**src/rtl/step_rate_meter.sv**
```systemverilog
// Step-rate meter: counts synchronized step edges per second into a sliding
// window of one-second bins and reports a pulses-per-minute estimate.
module step_rate_meter #(
  parameter int WINDOW = 4
) (
  input  logic       clk,
  input  logic       reset,
  input  logic       sec_tick,
  input  logic       pulse_in,
  input  logic       start,
  output logic [9:0] ppm,
  output logic       ppm_valid,
  output logic [15:0] total_steps,
  output logic       running
);

  localparam int SCALE = 60 / WINDOW;

  typedef enum logic [1:0] {
    IDLE  = 2'd0,
    RUN   = 2'd1,
    PAUSE = 2'd2
  } state_t;

  state_t      state_q, state_d;
  logic        sync1_q, sync2_q, prev_q;
  logic [7:0]  sec_cnt_q;
  logic [7:0]  bins_q [WINDOW];
  logic [9:0]  ppm_q;
  logic        ppm_valid_q;
  logic [15:0] total_q;
  logic        running_q;

  logic        step_edge;
  logic [11:0] win_sum;
  logic [15:0] win_prod;
  logic [9:0]  ppm_sat;
  logic [7:0]  sec_cnt_inc;
  logic [15:0] total_inc;

  always_comb begin
    state_d = state_q;
    case (state_q)
      IDLE:    if (start) state_d = RUN;
      RUN:     if (start) state_d = PAUSE;
      PAUSE:   if (start) state_d = RUN;
      default: state_d = IDLE;
    endcase
  end

  // The sum is taken over the window as it will look after this tick's shift.
  always_comb begin
    step_edge = sync2_q & ~prev_q;
    win_sum   = 12'(sec_cnt_q);
    for (int i = 0; i < WINDOW - 1; i++) begin
      win_sum = win_sum + 12'(bins_q[i]);
    end
    win_prod    = 16'(win_sum) * 16'(SCALE);
    ppm_sat     = (win_prod > 16'd1023) ? 10'd1023 : win_prod[9:0];
    sec_cnt_inc = (sec_cnt_q == 8'hFF) ? 8'hFF : sec_cnt_q + 8'd1;
    total_inc   = (total_q == 16'hFFFF) ? 16'hFFFF : total_q + 16'd1;
  end

  always_ff @(posedge clk) begin
    if (!reset) begin
      state_q     <= IDLE;
      sync1_q     <= 1'b0;
      sync2_q     <= 1'b0;
      prev_q      <= 1'b0;
      sec_cnt_q   <= 8'd0;
      ppm_q       <= 10'd0;
      ppm_valid_q <= 1'b0;
      total_q     <= 16'd0;
      running_q   <= 1'b0;
      for (int i = 0; i < WINDOW; i++) bins_q[i] <= 8'd0;
    end else begin
      sync1_q     <= pulse_in;
      sync2_q     <= sync1_q;
      prev_q      <= sync2_q;
      ppm_valid_q <= 1'b0;
      state_q     <= state_d;
      running_q   <= (state_d == RUN);
      case (state_q)
        IDLE: begin
          if (start) begin
            sec_cnt_q <= 8'd0;
            ppm_q     <= 10'd0;
            total_q   <= 16'd0;
            for (int i = 0; i < WINDOW; i++) bins_q[i] <= 8'd0;
          end
        end
        RUN: begin
          if (step_edge) total_q <= total_inc;
          if (sec_tick) begin
            for (int i = WINDOW - 1; i > 0; i--) bins_q[i] <= bins_q[i-1];
            bins_q[0]   <= sec_cnt_q;
            ppm_q       <= ppm_sat;
            ppm_valid_q <= 1'b1;
            sec_cnt_q   <= step_edge ? 8'd1 : 8'd0;
          end else if (step_edge) begin
            sec_cnt_q <= sec_cnt_inc;
          end
          // Pausing discards the partial second; this overrides the update above.
          if (start) sec_cnt_q <= 8'd0;
        end
        default: ;
      endcase
    end
  end

  assign ppm         = ppm_q;
  assign ppm_valid   = ppm_valid_q;
  assign total_steps = total_q;
  assign running     = running_q;

endmodule
```
**config.mk**
```make
export PLATFORM = sky130hd
export DESIGN_NAME = step_rate_meter
export DESIGN_NICKNAME = d
export VERILOG_FILES = /design/src/rtl/step_rate_meter.sv
export SDC_FILE = /design/constraint.sdc
export NUM_CORES = 1
export LEC_CHECK = 0
export ABC_CLOCK_PERIOD_IN_PS = 9500
export CAP_MARGIN = 40
export CORE_MARGIN = 2
export CORE_UTILIZATION = 25
export CTS_CLUSTER_SIZE = 25
export DETAILED_ROUTE_END_ITERATION = 10
export PLACE_DENSITY = 0.44
export SLEW_MARGIN = 20
export SYNTH_ARGS = -nofsm -noshare
export SYNTH_HDL_FRONTEND = slang
export SYNTH_SLANG_ARGS = --single-unit
```
**constraint.sdc**
```tcl
create_clock -name clk -period 9.5 [get_ports clk]
set_input_delay 1.9 -clock clk [delete_from_list [all_inputs] [get_ports clk]]
set_output_delay 1.9 -clock clk [all_outputs]
set_load 0.03 [all_outputs]
```
Figure 1. Metal 1 (run 1).
(3 px per µm) Supply wires on this layer in gray.
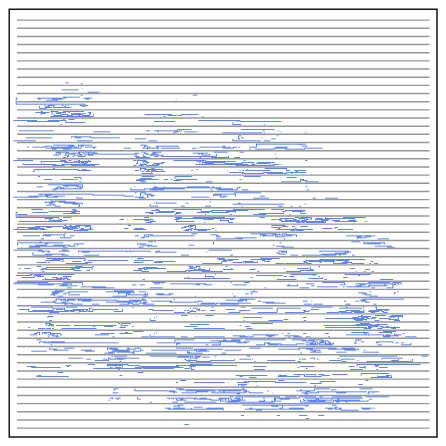
- main direction: horizontal
- share of all routed wire: 47%
- nets with wire on the layer: 588
- wire length on this layer: 4900 µm
- longest straight run: 23.9 µm
DR vias: 3719
total wire length: 10520 µm
GRT met1 Usage: 14.13%

Figure 2. Met2 routing (run 1).
(2 px per µm)
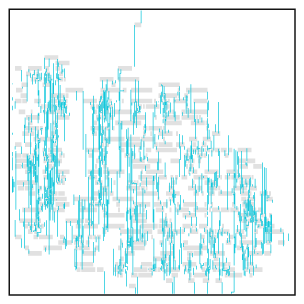
- wire length on this layer: 4990 µm
- longest straight run: 56.1 µm
- share of all routed wire: 47%
M2 GR Usage: 18.84%

==> notes.md, run 1 <==
fresh numbers from the pnr run: status=completed, # port buffers=32, first-pass GRT wire length=18510 µm, ys cells=533, Post-Syn Instances=533, Chip Area, Yosys=4767 µm², Cell Int Power=0.7241 mW, multi-input logic cell count=386, met2 routed WL=4985 µm, most numerous logic cell after layout=inv_1, TritonCTS clock tree=built, Worst IR Drop VDD=109.5 µV, vias in the first global route=3783, Seq share, synth=30.66%, clock sinks=65, drt pass-1 iters=6, GR peak layer=met2, Synthesis Warnings=0, Post-CTS Setup Repair Bufs=0, largest net degree at the start of global routing=35, Insertion Delay late pin=0.33 ns, Syn Area/Cell=8.944 µm², crit path DRT=9.69 ns, detailed-routing wirelength on met1=4904 µm, post-cts resize count=0, Clock Tree Buf Depth=2, Comb group=0.583 mW, combinational power share=48.9%, Clock Skew=0.008136 ns, Mux area share=0.4199%, switching share of total power=39.24%, WP data arrival=6.60 ns, Synthesized Nets=598, leakage=2.289 nW, cell mode on critical path=inv_1, R2R cell count=24, n_diodes=0, FF+latch count, synth=65, Clock group=0.303 mW, chip width=142.1 µm, Non-Clock Buffer Count=34, Setup violations, final=0, worst path buffer plus inverter count=5, Fmax=156.0 MHz, Pins Over Slew Limit=0, endpoints failing hold=0, fraction of layout cells with a size suffix above 1=6.514%, fin crit period=6.410 ns, WS Path Type=reg2reg
Figure 3. The metal 3 layer (run 1).
(3 px per µm)
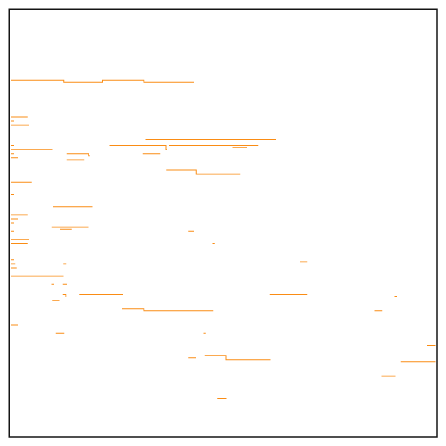
- wire length on this layer: 431 µm
- nets with wire on the layer: 41
- share of all routed wire: 4.1%
- main direction: horizontal
- longest straight run: 43.2 µm
met3 usage: 2.826%

## Run 2: what changed since run 1
Settings changed: ABC_CLOCK_PERIOD_IN_PS 9500 to 5800, PLACE_DENSITY 0.44 to 0.46.
Clock period 9.5 ns to 5.8 ns, I/O delays scaled along.
Figure 4. Metal 1 (run 2).
(3 px per µm) Supply wires on this layer in gray.
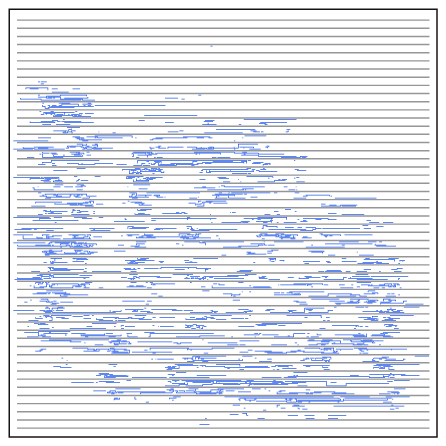
- wire length on this layer: 5190 µm
- nets with wire on the layer: 620
- main direction: horizontal
- share of all routed wire: 47%

Figure 5. Placement view (run 2).
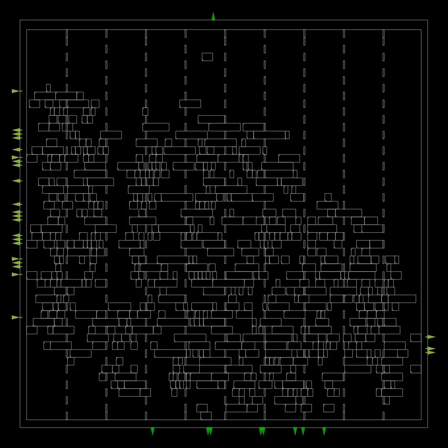
Core Area: 18710 µm²
FILL cells: 1907
sequential share of cell area: 24.28%

Figure 6. The metal 3 layer (run 2).
(3 px per µm)
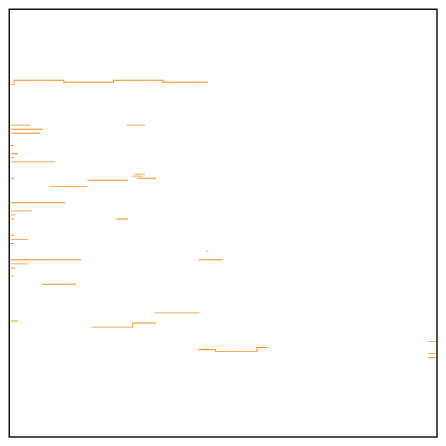
- main direction: horizontal
- wire length on this layer: 313 µm
DR vias: 3806
met3 usage: 2.860%

==> run 2 against run 1 <==
Design area is 7.4% higher. Critical path depth is 3 lower. Clock power is 98% higher. Utilization is 2.2 points higher. Global-route usage is 0.063 points higher. Register-to-register slack worse by 2.8 ns. Sequential share of layout area is 1.8 points lower. Non-clock buffer count is 24 higher. Die size stayed put. Critical endpoint unchanged. Largest cell class unchanged. Highest routed layer unchanged.
==> notes.md, run 2 <==
fresh numbers from the pnr run: status=completed (unchanged), M2 GR Usage=19.04% (was 18.84%), Non-Clock Buffer Count=58 (was 34), n_diodes=0 (unchanged), first-pass GRT wire length=18350 µm (was 18510 µm), Chip Area, Yosys=4767 µm² (unchanged), total wire length=11050 µm (was 10520 µm), Pins Over Slew Limit=0 (unchanged), WP data arrival=5.72 ns (was 6.60 ns), Fmax=180.8 MHz (was 156.0 MHz), Cell Int Power=1.482 mW (was 0.7241 mW), Post-Syn Instances=533 (unchanged), Syn Area/Cell=8.944 µm² (unchanged), drt pass-1 iters=4 (was 6), post-cts resize count=3 (was 0), Synthesis Warnings=0 (unchanged), Post-CTS Setup Repair Bufs=1 (was 0), Mux area share=0.4199% (unchanged), multi-input logic cell count=386 (unchanged), fraction of layout cells with a size suffix above 1=13.85% (was 6.514%), worst path buffer plus inverter count=3 (was 5), Synthesized Nets=598 (unchanged), TritonCTS clock tree=built (unchanged), GRT met1 Usage=14.08% (was 14.13%), WS Path Type=reg2reg (unchanged), fin crit period=5.532 ns (was 6.410 ns), Clock Skew=0.008652 ns (was 0.008136 ns), Insertion Delay late pin=0.34 ns (was 0.33 ns), FF+latch count, synth=65 (unchanged), met2 routed WL=5397 µm (was 4985 µm)
Power and IR drop assume default switching activity.
